## src/rtl/alu_pkg.sv

```systemverilog
// Shared constants for the bit-serial ALU sequencer.
// Control codes, slice operation fields and sequencer states.
package alu_pkg;

  localparam logic [3:0] ALU_AND = 4'b0000;
  localparam logic [3:0] ALU_OR  = 4'b0001;
  localparam logic [3:0] ALU_ADD = 4'b0010;
  localparam logic [3:0] ALU_SUB = 4'b0110;
  localparam logic [3:0] ALU_SLT = 4'b0111;
  localparam logic [3:0] ALU_NOR = 4'b1100;

  localparam logic [1:0] OP_AND = 2'b00;
  localparam logic [1:0] OP_OR  = 2'b01;
  localparam logic [1:0] OP_ADD = 2'b10;
  localparam logic [1:0] OP_SLT = 2'b11;

  typedef enum logic [1:0] {
    IDLE = 2'd0,
    RUN  = 2'd1,
    FIN  = 2'd2
  } state_e;

endpackage

```

## src/rtl/alu_serial_ctrl_if.sv

```systemverilog
// Request/result bundle between the ALU control decoder
// and the bit-serial sequencer.
interface alu_serial_ctrl_if #(
  parameter int WIDTH = 32
);

  logic             start_i;
  logic             ready_o;
  logic [WIDTH-1:0] src1_i;
  logic [WIDTH-1:0] src2_i;
  logic [3:0]       ctrl_i;
  logic [WIDTH-1:0] result_o;
  logic             zero_o;
  logic             cout_o;
  logic             overflow_o;
  logic             done_o;

  modport master (
    output start_i, src1_i, src2_i, ctrl_i,
    input  ready_o, result_o, zero_o,
    input  cout_o, overflow_o, done_o
  );

  modport slave (
    input  start_i, src1_i, src2_i, ctrl_i,
    output ready_o, result_o, zero_o,
    output cout_o, overflow_o, done_o
  );

endinterface

```

## src/rtl/alu_serial_slice.sv

```systemverilog
// Combinational 1-bit ALU slice: optional operand inversion,
// full-adder carry chain and AND/OR/SUM/LESS result mux.
module alu_serial_slice
  import alu_pkg::*;
(
  input  logic       a,
  input  logic       b,
  input  logic       less,
  input  logic       a_invert,
  input  logic       b_invert,
  input  logic       cin,
  input  logic [1:0] operation,
  output logic       result,
  output logic       cout,
  output logic       set
);

  logic aa;
  logic bb;

  assign aa   = a ^ a_invert;
  assign bb   = b ^ b_invert;
  assign set  = aa ^ bb ^ cin;
  assign cout = (aa & bb) | (aa & cin) | (bb & cin);

  always_comb begin
    result = 1'b0;
    unique case (1'b1)
      (operation == OP_AND): result = aa & bb;
      (operation == OP_OR):  result = aa | bb;
      (operation == OP_ADD): result = set;
      (operation == OP_SLT): result = less;
    endcase
  end

endmodule

```

## src/rtl/alu_serial_ctrl.sv

```systemverilog
// Bit-serial ALU sequencer: drives one 1-bit slice over WIDTH
// cycles, LSB first, then publishes result and flags.
module alu_serial_ctrl
  import alu_pkg::*;
#(
  parameter int WIDTH = 32,
  parameter int CNT_W = $clog2(WIDTH)
) (
  input logic              clk_i,
  input logic              rst_n,
  alu_serial_ctrl_if.slave bus
);

  localparam logic [1:0] S_IDLE = IDLE;
  localparam logic [1:0] S_RUN  = RUN;
  localparam logic [1:0] S_FIN  = FIN;

  logic [1:0]       state;
  logic [CNT_W-1:0] idx;
  logic [WIDTH-1:0] a_sr;
  logic [WIDTH-1:0] b_sr;
  logic [WIDTH-1:0] r_sr;
  logic [3:0]       ctrl_q;
  logic             carry;
  logic             cin_msb;
  logic             cout_msb;
  logic             set_msb;
  logic             s_res;
  logic             s_cout;
  logic             s_set;
  logic             last;
  logic [1:0]       op;
  logic [WIDTH-1:0] fin_res;

  assign op          = ctrl_q[1:0];
  assign last        = (idx == CNT_W'(WIDTH - 1));
  assign bus.ready_o = (state == S_IDLE);

  alu_serial_slice u_slice (
    .a         (a_sr[0]),
    .b         (b_sr[0]),
    .less      (1'b0),
    .a_invert  (ctrl_q[3]),
    .b_invert  (ctrl_q[2]),
    .cin       (carry),
    .operation (op),
    .result    (s_res),
    .cout      (s_cout),
    .set       (s_set)
  );

  // SLT takes the raw MSB sum bit of A-B, not the overflow-corrected sign
  assign fin_res = (op == OP_SLT)
                 ? {{(WIDTH-1){1'b0}}, set_msb}
                 : r_sr;

  always_ff @(posedge clk_i or negedge rst_n) begin
    if (!rst_n) begin
      state    <= S_IDLE;
      idx      <= '0;
      a_sr     <= '0;
      b_sr     <= '0;
      r_sr     <= '0;
      ctrl_q   <= '0;
      carry    <= 1'b0;
      cin_msb  <= 1'b0;
      cout_msb <= 1'b0;
      set_msb  <= 1'b0;
    end else begin
      unique case (1'b1)
        (state == S_IDLE): begin
          if (bus.start_i) begin
            a_sr   <= bus.src1_i;
            b_sr   <= bus.src2_i;
            ctrl_q <= bus.ctrl_i;
            carry  <= bus.ctrl_i[2];
            idx    <= '0;
            state  <= S_RUN;
          end
        end
        (state == S_RUN): begin
          a_sr  <= a_sr >> 1;
          b_sr  <= b_sr >> 1;
          r_sr  <= {s_res, r_sr[WIDTH-1:1]};
          carry <= s_cout;
          if (last) begin
            cin_msb  <= carry;
            cout_msb <= s_cout;
            set_msb  <= s_set;
            state    <= S_FIN;
          end else begin
            idx <= idx + 1'b1;
          end
        end
        (state == S_FIN): begin
          state <= S_IDLE;
        end
        default: begin
          state <= S_IDLE;
        end
      endcase
    end
  end

  always_ff @(posedge clk_i or negedge rst_n) begin
    if (!rst_n) begin
      bus.result_o   <= '0;
      bus.zero_o     <= 1'b0;
      bus.cout_o     <= 1'b0;
      bus.overflow_o <= 1'b0;
      bus.done_o     <= 1'b0;
    end else begin
      bus.done_o <= 1'b0;
      if (state == S_FIN) begin
        bus.result_o   <= fin_res;
        bus.zero_o     <= (fin_res == '0);
        bus.cout_o     <= (op == OP_ADD) & cout_msb;
        bus.overflow_o <= (op == OP_ADD) & (cin_msb ^ cout_msb);
        bus.done_o     <= 1'b1;
      end
    end
  end

endmodule

```

## src/flat_wrapper.sv

```systemverilog
// flat-port wrapper written by rule: the top's interface ports become plain ports
module alu_serial_ctrl_flat import alu_pkg::*;
#(
  parameter int WIDTH = 32,
  parameter int CNT_W = $clog2(WIDTH)
)
  (clk_i, rst_n, bus_start_i, bus_src1_i, bus_src2_i, bus_ctrl_i, bus_ready_o, bus_result_o, bus_zero_o, bus_cout_o, bus_overflow_o, bus_done_o);
  alu_serial_ctrl_if #(.WIDTH(WIDTH)) bus_i ();
  input logic clk_i;
  input logic rst_n;
  input wire logic [$bits(bus_i.start_i)-1:0] bus_start_i;
  input wire logic [$bits(bus_i.src1_i)-1:0] bus_src1_i;
  input wire logic [$bits(bus_i.src2_i)-1:0] bus_src2_i;
  input wire logic [$bits(bus_i.ctrl_i)-1:0] bus_ctrl_i;
  output wire logic [$bits(bus_i.ready_o)-1:0] bus_ready_o;
  output wire logic [$bits(bus_i.result_o)-1:0] bus_result_o;
  output wire logic [$bits(bus_i.zero_o)-1:0] bus_zero_o;
  output wire logic [$bits(bus_i.cout_o)-1:0] bus_cout_o;
  output wire logic [$bits(bus_i.overflow_o)-1:0] bus_overflow_o;
  output wire logic [$bits(bus_i.done_o)-1:0] bus_done_o;
  assign bus_i.start_i = bus_start_i;
  assign bus_i.src1_i = bus_src1_i;
  assign bus_i.src2_i = bus_src2_i;
  assign bus_i.ctrl_i = bus_ctrl_i;
  assign bus_ready_o = bus_i.ready_o;
  assign bus_result_o = bus_i.result_o;
  assign bus_zero_o = bus_i.zero_o;
  assign bus_cout_o = bus_i.cout_o;
  assign bus_overflow_o = bus_i.overflow_o;
  assign bus_done_o = bus_i.done_o;
  alu_serial_ctrl #(.WIDTH(WIDTH), .CNT_W(CNT_W)) u_core (.clk_i(clk_i), .rst_n(rst_n), .bus(bus_i));
endmodule
```

## config.mk

```make
export PLATFORM = sky130hd
export DESIGN_NAME = alu_serial_ctrl_flat
export DESIGN_NICKNAME = d
export VERILOG_FILES = /design/src/rtl/alu_pkg.sv /design/src/rtl/alu_serial_ctrl_if.sv /design/src/rtl/alu_serial_slice.sv /design/src/rtl/alu_serial_ctrl.sv /design/src/flat_wrapper.sv
export SDC_FILE = /design/constraint.sdc
export NUM_CORES = 1
export LEC_CHECK = 0
export CAP_MARGIN = 20
export CORE_MARGIN = 4
export CORE_UTILIZATION = 35
export DETAILED_ROUTE_END_ITERATION = 8
export HOLD_SLACK_MARGIN = 0.08
export RECOVER_POWER = 25
export SKIP_LAST_GASP = 1
export SLEW_MARGIN = 25
export SYNTH_ARGS = -nofsm -noshare
export SYNTH_HDL_FRONTEND = slang
export SYNTH_SLANG_ARGS = --single-unit
```

## constraint.sdc

```tcl
create_clock -name clk_i -period 3.3 [get_ports clk_i]
set_input_delay 0.99 -clock clk_i [delete_from_list [all_inputs] [get_ports clk_i]]
set_output_delay 0.99 -clock clk_i [all_outputs]
set_load 0.02 [all_outputs]
```

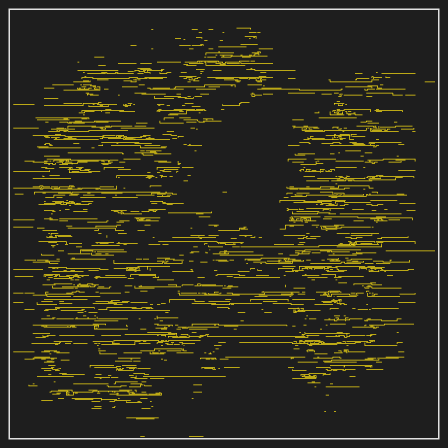
Figure 1: met1 routing.
The wires run mostly horizontal. The layer carries 5890 µm of wire. The longest straight run is 32.2 µm.

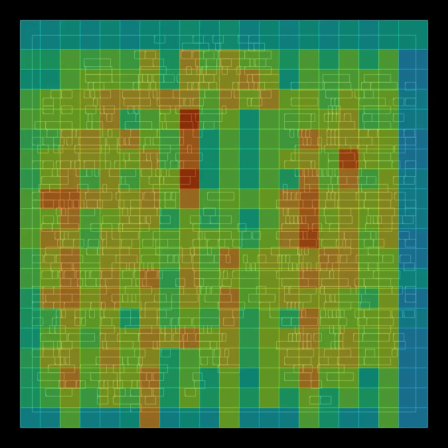
Figure 2: congestion heat map.
global routing's busiest layer: met2
routed length per placed instance: 14.3 µm
met1 usage: 17.6%
fin util: 46.5%
met2 Use GR: 20.8%

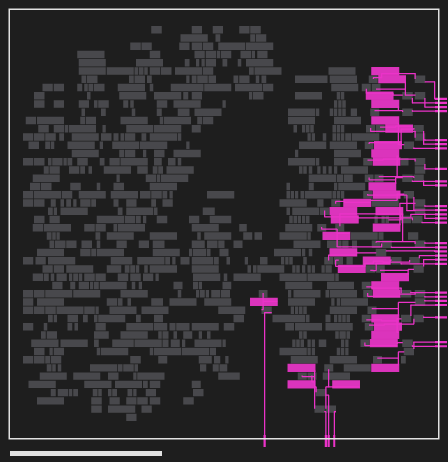
Figure 3: I/O nets highlighted.
Bar = 50 µm.
Key: magenta = `bus_result_o` [bits 32, direction output, end cells 32, wire 873 µm]

==> summary.log <==
INFO  final_layout   final_design_area_excluding_fillers=0.00807mm²
INFO  outcome        failed_checks=max-capacitance violations, max-slew violations
INFO  final_layout   logic_gate_count=379
INFO  setup_path     worstSetupEndpointType=output port
INFO  detailed_routing antenna_violating_nets_post_route=0
INFO  floorplan      die_width=141µm
INFO  detailed_routing post_drt_via_cell_ratio=4.80
INFO  setup_path     cp.required=2.31ns
INFO  synthesis      count_of_flip_flops_with_a_built_in_enable_after_synthesis=0
INFO  run            log.warning_count=30
INFO  final_layout   area_growth=30.1%
INFO  timing         slew_violations=39
INFO  synthesis      syn-instance-count=571
INFO  timing         timing.final.setup_violations=0
INFO  synthesis      synth.lib_cells_used.distinct=34
INFO  synthesis      fraction_of_registers_with_async_set_or_reset_after_synthesis=100%
INFO  setup_path     worst-path-stages=2
INFO  clock_network  cts.root.buffer_cell=clkbuf_16
INFO  placed_design  dp_worst_setup_slack=0.674ns
INFO  final_layout   lay_top_count=nand2_1
INFO  run            max_cap_viol_count=1
INFO  power_and_ir_drop fin_total_pwr=0.00648W
INFO  final_layout   clock_buffers=23
INFO  final_layout   top_area_cell_class=flip-flops and latches
INFO  placed_design  post_dp_cell_area=0.00748mm²
INFO  synthesis      dominantRegCellSynth=dfrtp_1
INFO  timing         fin_hold_ws=0.476ns
INFO  clock_network  cts_hold_buf=0
INFO  detailed_routing detail_route.iter0.violations=217
INFO  outcome        status=complete, but fails checks
INFO  global_route   grt_start_max_net_pins=125
INFO  final_layout   fillCellCount=1558
INFO  setup_path     timing.critical_path.from=u_core.state[1]
INFO  detailed_routing drc=0
INFO  synthesis      synth_area_per_cell=10.9µm²
INFO  timing         finalHoldViolCount=0
INFO  setup_path     setup.reg_to_reg.worst_slack=0.79ns
INFO  clock_network  cts_sinks=147
INFO  hold_path      min_path_cells=2
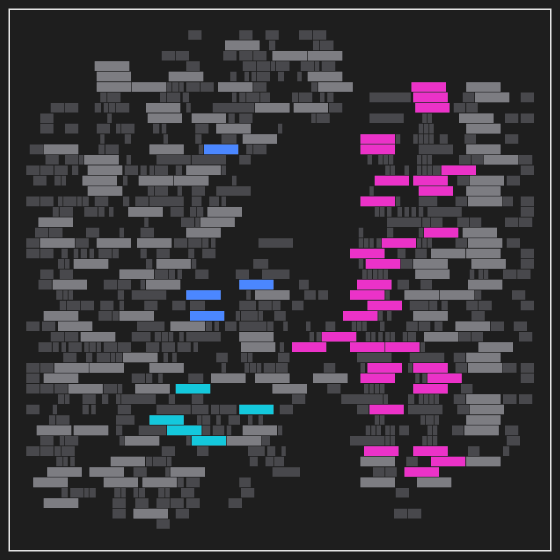
Figure 4: sequential cells coloured by netlist name.
Other sequential cells in the stronger grey, the rest of the logic in the fainter grey.
Key: cyan = `u_core.idx` [sequential cells 5]; magenta = `u_core.r_sr` [sequential cells 32]; blue = `u_core.ctrl_q` [sequential cells 4]
Another 106 sequential cells are not coloured.

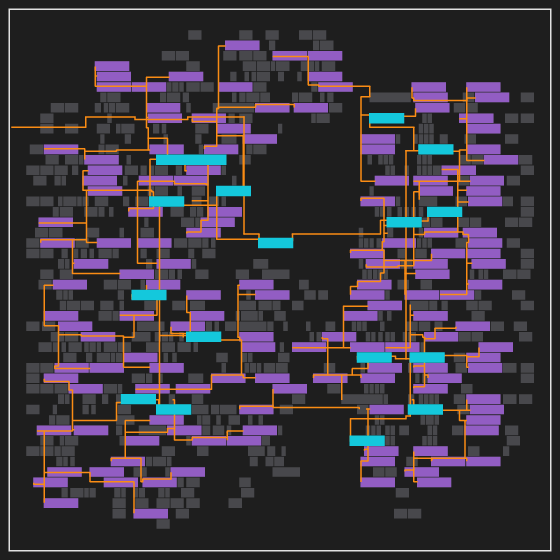
Figure 5: clock distribution.
Key: orange = clock wires [length 1790 µm]; cyan = cells driving clock nets [count 17]; purple = flip-flops [count 147]
There are 18 routed clock nets.

-- worst min path at each step --
stage,to
2_1_floorplan,u_core.r_sr[0]
3_3_place_gp,u_core.r_sr[0]
3_5_place_dp,u_core.a_sr[11]
4_1_cts,u_core.a_sr[11]
5_1_grt,u_core.a_sr[18]
6_report,u_core.a_sr[11]
-- worst min-delay path, cell delays in order, from the launching register on --
cell and delay [ns]:
dfrtp_1 0.34, nand2_1 0.04, o21ai_0 0.06
-- cell families after synthesis --
| logic type | Yosys count | share of synthesized area [%] |
|---|---|---|
| compound gates | 111 | 11.3 |
| flops | 147 | 59.3 |
| xor+xnor | 5 | 0.706 |
| simple gates | 191 | 12.6 |
| fa+ha+maj | 5 | 1.13 |
| mux | 67 | 10.9 |
| buf+inv | 45 | 4.11 |
-- synthesized netlist by cell type (all sizes together), types with 4 or more instances --
cell type | n | area, µm²
mux2i | 63 | 631
buf | 22 | 169
nor4 | 7 | 43.8
inv | 8 | 30.0
o21ai | 68 | 340
dfrtp | 147 | 3680
mux2 | 4 | 45.0
clkbuf | 15 | 56.3
nand2 | 166 | 623
nor2 | 7 | 31.3
a22o | 35 | 307
ha | 4 | 50.1
xor2 | 4 | 35.0
-- registers in the layout, summed over array words and instances (netlist names) --
signal and count:
u_core.a_sr 32, u_core.b_sr 32, u_core.bus.result_o 32, u_core.r_sr 32, u_core.idx 5, u_core.ctrl_q 4, u_core.state 2, u_core.bus.cout_o 1
u_core.bus.done_o 1, u_core.bus.overflow_o 1, u_core.bus.zero_o 1, u_core.carry 1, u_core.cin_msb 1, u_core.cout_msb 1, u_core.set_msb 1
-- power breakdown --
| part | switching (W) | internal (W) |
|---|---|---|
| Combinational | 0.000940 | 0.000757 |
| Sequential | 0.000429 | 0.00238 |
| Clock | 0.000709 | 0.00127 |
| Total | 0.00208 | 0.00440 |
Power and IR drop assume default switching activity.
